$ cat config.mk
export PLATFORM = sky130hd
export DESIGN_NAME = rv32_imem_arb
export DESIGN_NICKNAME = d
export VERILOG_FILES = /design/src/rtl/rv32_imem_arb.sv
export SDC_FILE = /design/constraint.sdc
export NUM_CORES = 1
export LEC_CHECK = 0
export CAP_MARGIN = 20
export CELL_PAD_IN_SITES_DETAIL_PLACEMENT = 0
export CELL_PAD_IN_SITES_GLOBAL_PLACEMENT = 1
export CORE_MARGIN = 2
export CORE_UTILIZATION = 11
export CTS_CLUSTER_SIZE = 40
export DETAILED_ROUTE_END_ITERATION = 7
export PLACE_DENSITY_LB_ADDON = 0.05
export SLEW_MARGIN = 20
export SYNTH_ARGS = -nofsm -noshare
export SYNTH_HDL_FRONTEND = slang
export SYNTH_SLANG_ARGS = --single-unit
$ cat constraint.sdc
create_clock -name clk -period 1.7 [get_ports clk]
set_input_delay 0.255 -clock clk [delete_from_list [all_inputs] [get_ports clk]]
set_output_delay 0.255 -clock clk [all_outputs]
set_load 0.02 [all_outputs]
$ cat src/rtl/rv32_imem_arb.sv
// rv32_imem_arb
//   Arbitrates one single-port synchronous instruction/data memory between a
//   fetch port (read-only) and a data/loader port (read or byte-masked write).
//   The fetch port normally has priority. A saturating starve counter tracks
//   how long the data port has been refused. Once it reaches STARVE_LIMIT, the
//   data port wins the next contested cycle.
//
// Ports
//   clk, reset       clock and synchronous active-high reset
//   f_req/f_addr     fetch read request and word address
//   f_flush          drop the response belonging to this cycle's fetch grant
//   f_gnt            fetch accepted this cycle (combinational)
//   f_rvalid/f_rdata fetch read response, one cycle after the grant
//   fetch_stall      fetch requested but not granted this cycle
//   d_req/d_we       data request; d_we=1 write, 0 read
//   d_addr/d_wdata   data word address and write data
//   d_wstrb          byte write enables for data writes
//   d_gnt            data accepted this cycle (combinational)
//   d_rvalid/d_rdata data read response, one cycle after the grant
//   mem_*            single-port memory interface; mem_rdata valid one
//                    cycle after mem_en
module rv32_imem_arb #(
    parameter int ADDR_W       = 8,
    parameter int STARVE_LIMIT = 4
) (
    input  logic              clk,
    input  logic              reset,
    input  logic              f_req,
    input  logic [ADDR_W-1:0] f_addr,
    input  logic              f_flush,
    output logic              f_gnt,
    output logic              f_rvalid,
    output logic [31:0]       f_rdata,
    output logic              fetch_stall,
    input  logic              d_req,
    input  logic              d_we,
    input  logic [ADDR_W-1:0] d_addr,
    input  logic [31:0]       d_wdata,
    input  logic [3:0]        d_wstrb,
    output logic              d_gnt,
    output logic              d_rvalid,
    output logic [31:0]       d_rdata,
    output logic              mem_en,
    output logic [3:0]        mem_we,
    output logic [ADDR_W-1:0] mem_addr,
    output logic [31:0]       mem_wdata,
    input  logic [31:0]       mem_rdata
);

    localparam logic [3:0] LIMIT = 4'(STARVE_LIMIT);

    typedef enum logic [0:0] {
        F_PRI   = 1'b0,
        D_FORCE = 1'b1
    } state_t;

    state_t     state_reg;
    logic [3:0] starve_reg;
    logic [3:0] starve_next;
    logic       f_pend_reg;
    logic       d_pend_reg;
    logic       f_win;
    logic       d_win;
    logic       d_wr_win;

    // Priority arbitration. No grant is issued while reset is high.
    always_comb begin
        f_win = 1'b0;
        d_win = 1'b0;
        if (!reset) begin
            if (state_reg == D_FORCE) begin
                if (d_req)      d_win = 1'b1;
                else if (f_req) f_win = 1'b1;
            end else begin
                if (f_req)      f_win = 1'b1;
                else if (d_req) d_win = 1'b1;
            end
        end
    end

    // The counter counts refused data cycles and stops at the limit. It
    // restarts whenever the data port is served or stops asking.
    always_comb begin
        starve_next = starve_reg;
        if (!d_req || d_win) begin
            starve_next = 4'd0;
        end else if (starve_reg >= LIMIT) begin
            starve_next = LIMIT;
        end else begin
            starve_next = starve_reg + 4'd1;
        end
    end

    always_ff @(posedge clk) begin
        if (reset) begin
            state_reg  <= F_PRI;
            starve_reg <= 4'd0;
            f_pend_reg <= 1'b0;
            d_pend_reg <= 1'b0;
        end else begin
            starve_reg <= starve_next;
            // A flushed fetch still occupies the memory slot, but its data is
            // not forwarded.
            f_pend_reg <= f_win & ~f_flush;
            d_pend_reg <= d_win & ~d_we;
            case (state_reg)
                F_PRI: begin
                    if (starve_next == LIMIT) state_reg <= D_FORCE;
                end
                D_FORCE: begin
                    if (d_win || !d_req) state_reg <= F_PRI;
                end
                default: state_reg <= F_PRI;
            endcase
        end
    end

    assign f_gnt       = f_win;
    assign d_gnt       = d_win;
    assign fetch_stall = f_req & ~f_win;

    // Memory port is steered combinationally from whichever side won.
    assign d_wr_win  = d_win & d_we;
    assign mem_en    = f_win | d_win;
    assign mem_addr  = d_win ? d_addr : f_addr;
    assign mem_wdata = d_win ? d_wdata : 32'd0;

    genvar gi;
    generate
        for (gi = 0; gi < 4; gi++) begin : g_we
            assign mem_we[gi] = d_wr_win & d_wstrb[gi];
        end
    endgenerate

    // Reset in the response cycle discards the outstanding read.
    assign f_rvalid = f_pend_reg & ~reset;
    assign d_rvalid = d_pend_reg & ~reset;
    assign f_rdata  = f_rvalid ? mem_rdata : 32'd0;
    assign d_rdata  = d_rvalid ? mem_rdata : 32'd0;

endmodule

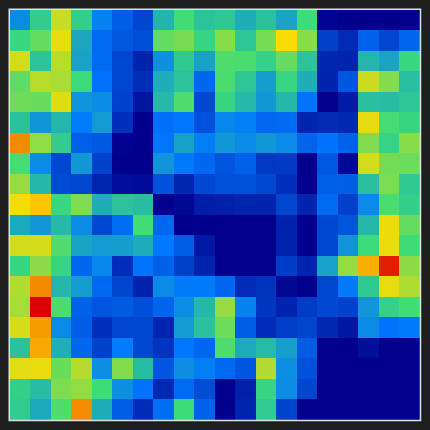
*Routed metal per tile*
Scale: 4 px per um. 20 x 20 tiles, from dark blue (low) to red (high), scaled to the fullest tile. Values are wire area over tile area, all layers added.
nearly empty tiles: 13%
densest ninth of the die: lower left
tiles over half the peak: 20%
mean over tiles: 0.11
fullest tile: 0.37

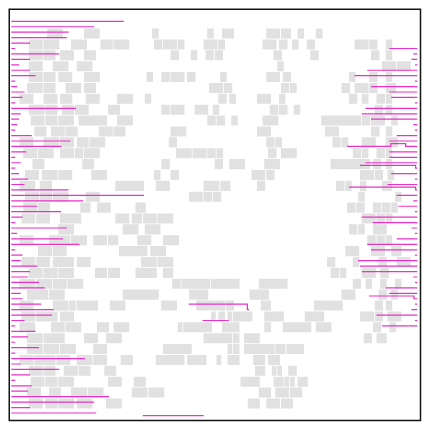
*Met3 routing*
Scale: 4 px per um. Cells faint in the background.
share of all routed wire: 13%
nets with wire on the layer: 127

==> flow_summary_export.csv <==
group,metric,value,unit
cells_and_area,drive_gt1_frac,0.516,
logic_synthesis,synth.avg_cell_area,7.15,sq um
logic_synthesis,synth_cell_types,24,
hold_path,hp-start,"starve_reg[2]$_SDFF_PP0_",
clocking,numCtsBuffers,3,
sta,hold-worst-slack,0.446,ns
detailed_routing,vias_per_cell,3.63,
placement,portBuffers,203,
grt,first_global_vias,1761,
grt,grt_pass1_wl,9.39,mm
die,num_rows,35,
pwr,internal_power,0.731,mW
setup_path,r2r-start,"state_reg$_SDFF_PP0_",
detailed_routing,wl_per_cell,13.6,um
pwr,clockPowerShare,0.223,
sta,finalWorstSetupSlack,-0.243,ns
cells_and_area,lay_top_cells,"clkdlybuf4s50_1 (87), and2_1 (65), buf_6 (53)",
setup_path,crit_family,"buffers and inverters",
sta,rsz0062_at_grt,"yes",
detailed_routing,postRouteWirelength,6.88,mm
detailed_routing,drt_pass1_iterations,4,
status,violations,"setup timing",
setup_path,r2r_slack,0.41,ns
setup_path,cp_max_fo,5,
placement,dpl_worst_slack,-0.706,ns
pwr,power_density,285,nW/um^2
status,outcome,"finished with violations",
sta,setup_tns,-6.72,ns
sta,setup_viol,45,
grt,grt_util_met2,0.238,
detailed_routing,wl_met2,3.80,mm
detailed_routing,dr_wl_met3,911,um
sta,hold_viol,0,
logic_synthesis,syn_nets,240,
cells_and_area,insertedDiodeCount,0,
setup_path,cp_slowest_stage_delay,0.31,ns
cells_and_area,lay_top_count,"clkdlybuf4s50_1",
setup_path,path_cells,"and2b_2, nor2b_4, buf_12, buf_6, buf_6, mux2_4, buf_6",
detailed_routing,wl_met1,2.14,mm
setup_path,reg2reg_depth,6,
pwr,seq_cell_power,0.173,mW
die,fp-utilization,0.114,
die,die_area,10500,sq um
pwr,power,1.03,mW
logic_synthesis,syn_area,1070,sq um
what timing repair did:
| action | 4_1_cts | 5_1_grt |
|---|---|---|
| setup endpoints to repair | 114 | 107 |
| setup buffers | 13 | 5 |
| hold buffers | 0 | 0 |
| pin swaps | 9 | 4 |
| cloned | 4 | 1 |
| hold endpoints to repair | 0 | 0 |
| resized | 485 | 81 |
layout make-up:
| class | instances | area, sq um | share of cell area |
|---|---|---|---|
| timing repair buffer | 234 | 2240 | 0.623 |
| clock buffer | 3 | 41.3 | 0.0115 |
| multi-input combinational | 130 | 1000 | 0.279 |
| clock inverter | 1 | 5.00 | 0.00139 |
| sequential | 7 | 141 | 0.0394 |
| tap | 129 | 161 | 0.0449 |
| inverter | 1 | 3.75 | 0.00104 |
synthesized netlist by cell type:
library cell	instances
and4_1	1
nand2_1	2
nor2b_1	4
conb_1	1
mux2_4	2
mux2_2	6
buf_6	2
buf_4	1
clkbuf_1	6
and3_1	4
inv_1	1
and2_1	96
nor4_1	1
nor2b_2	1
clkbuf_2	2
nor2_1	5
a211oi_1	1
ha_1	1
nor2b_4	1
a21oi_1	1
nor3_1	1
nand3_1	1
dfxtp_1	7
and2b_2	1
worst max-delay path by stage:
stage,slack [ns],endpoint,start
global placement,-0.71,mem_addr[2],d_req
finish,-0.24,mem_addr[3],state_reg$_SDFF_PP0_
floorplan,0.23,mem_addr[5],state_reg$_SDFF_PP0_
CTS,-0.32,mem_addr[5],state_reg$_SDFF_PP0_
detailed placement,-0.71,mem_addr[3],d_req
global route,-0.28,mem_addr[3],state_reg$_SDFF_PP0_
worst reg2reg max path, delay by kind of cell, from the launching register on:
kind	cells	cell delay (ns)
flops	1	0.31
buf+inv	3	0.40
simple gates	3	0.52
Power is estimated from default activity; no workload was simulated.
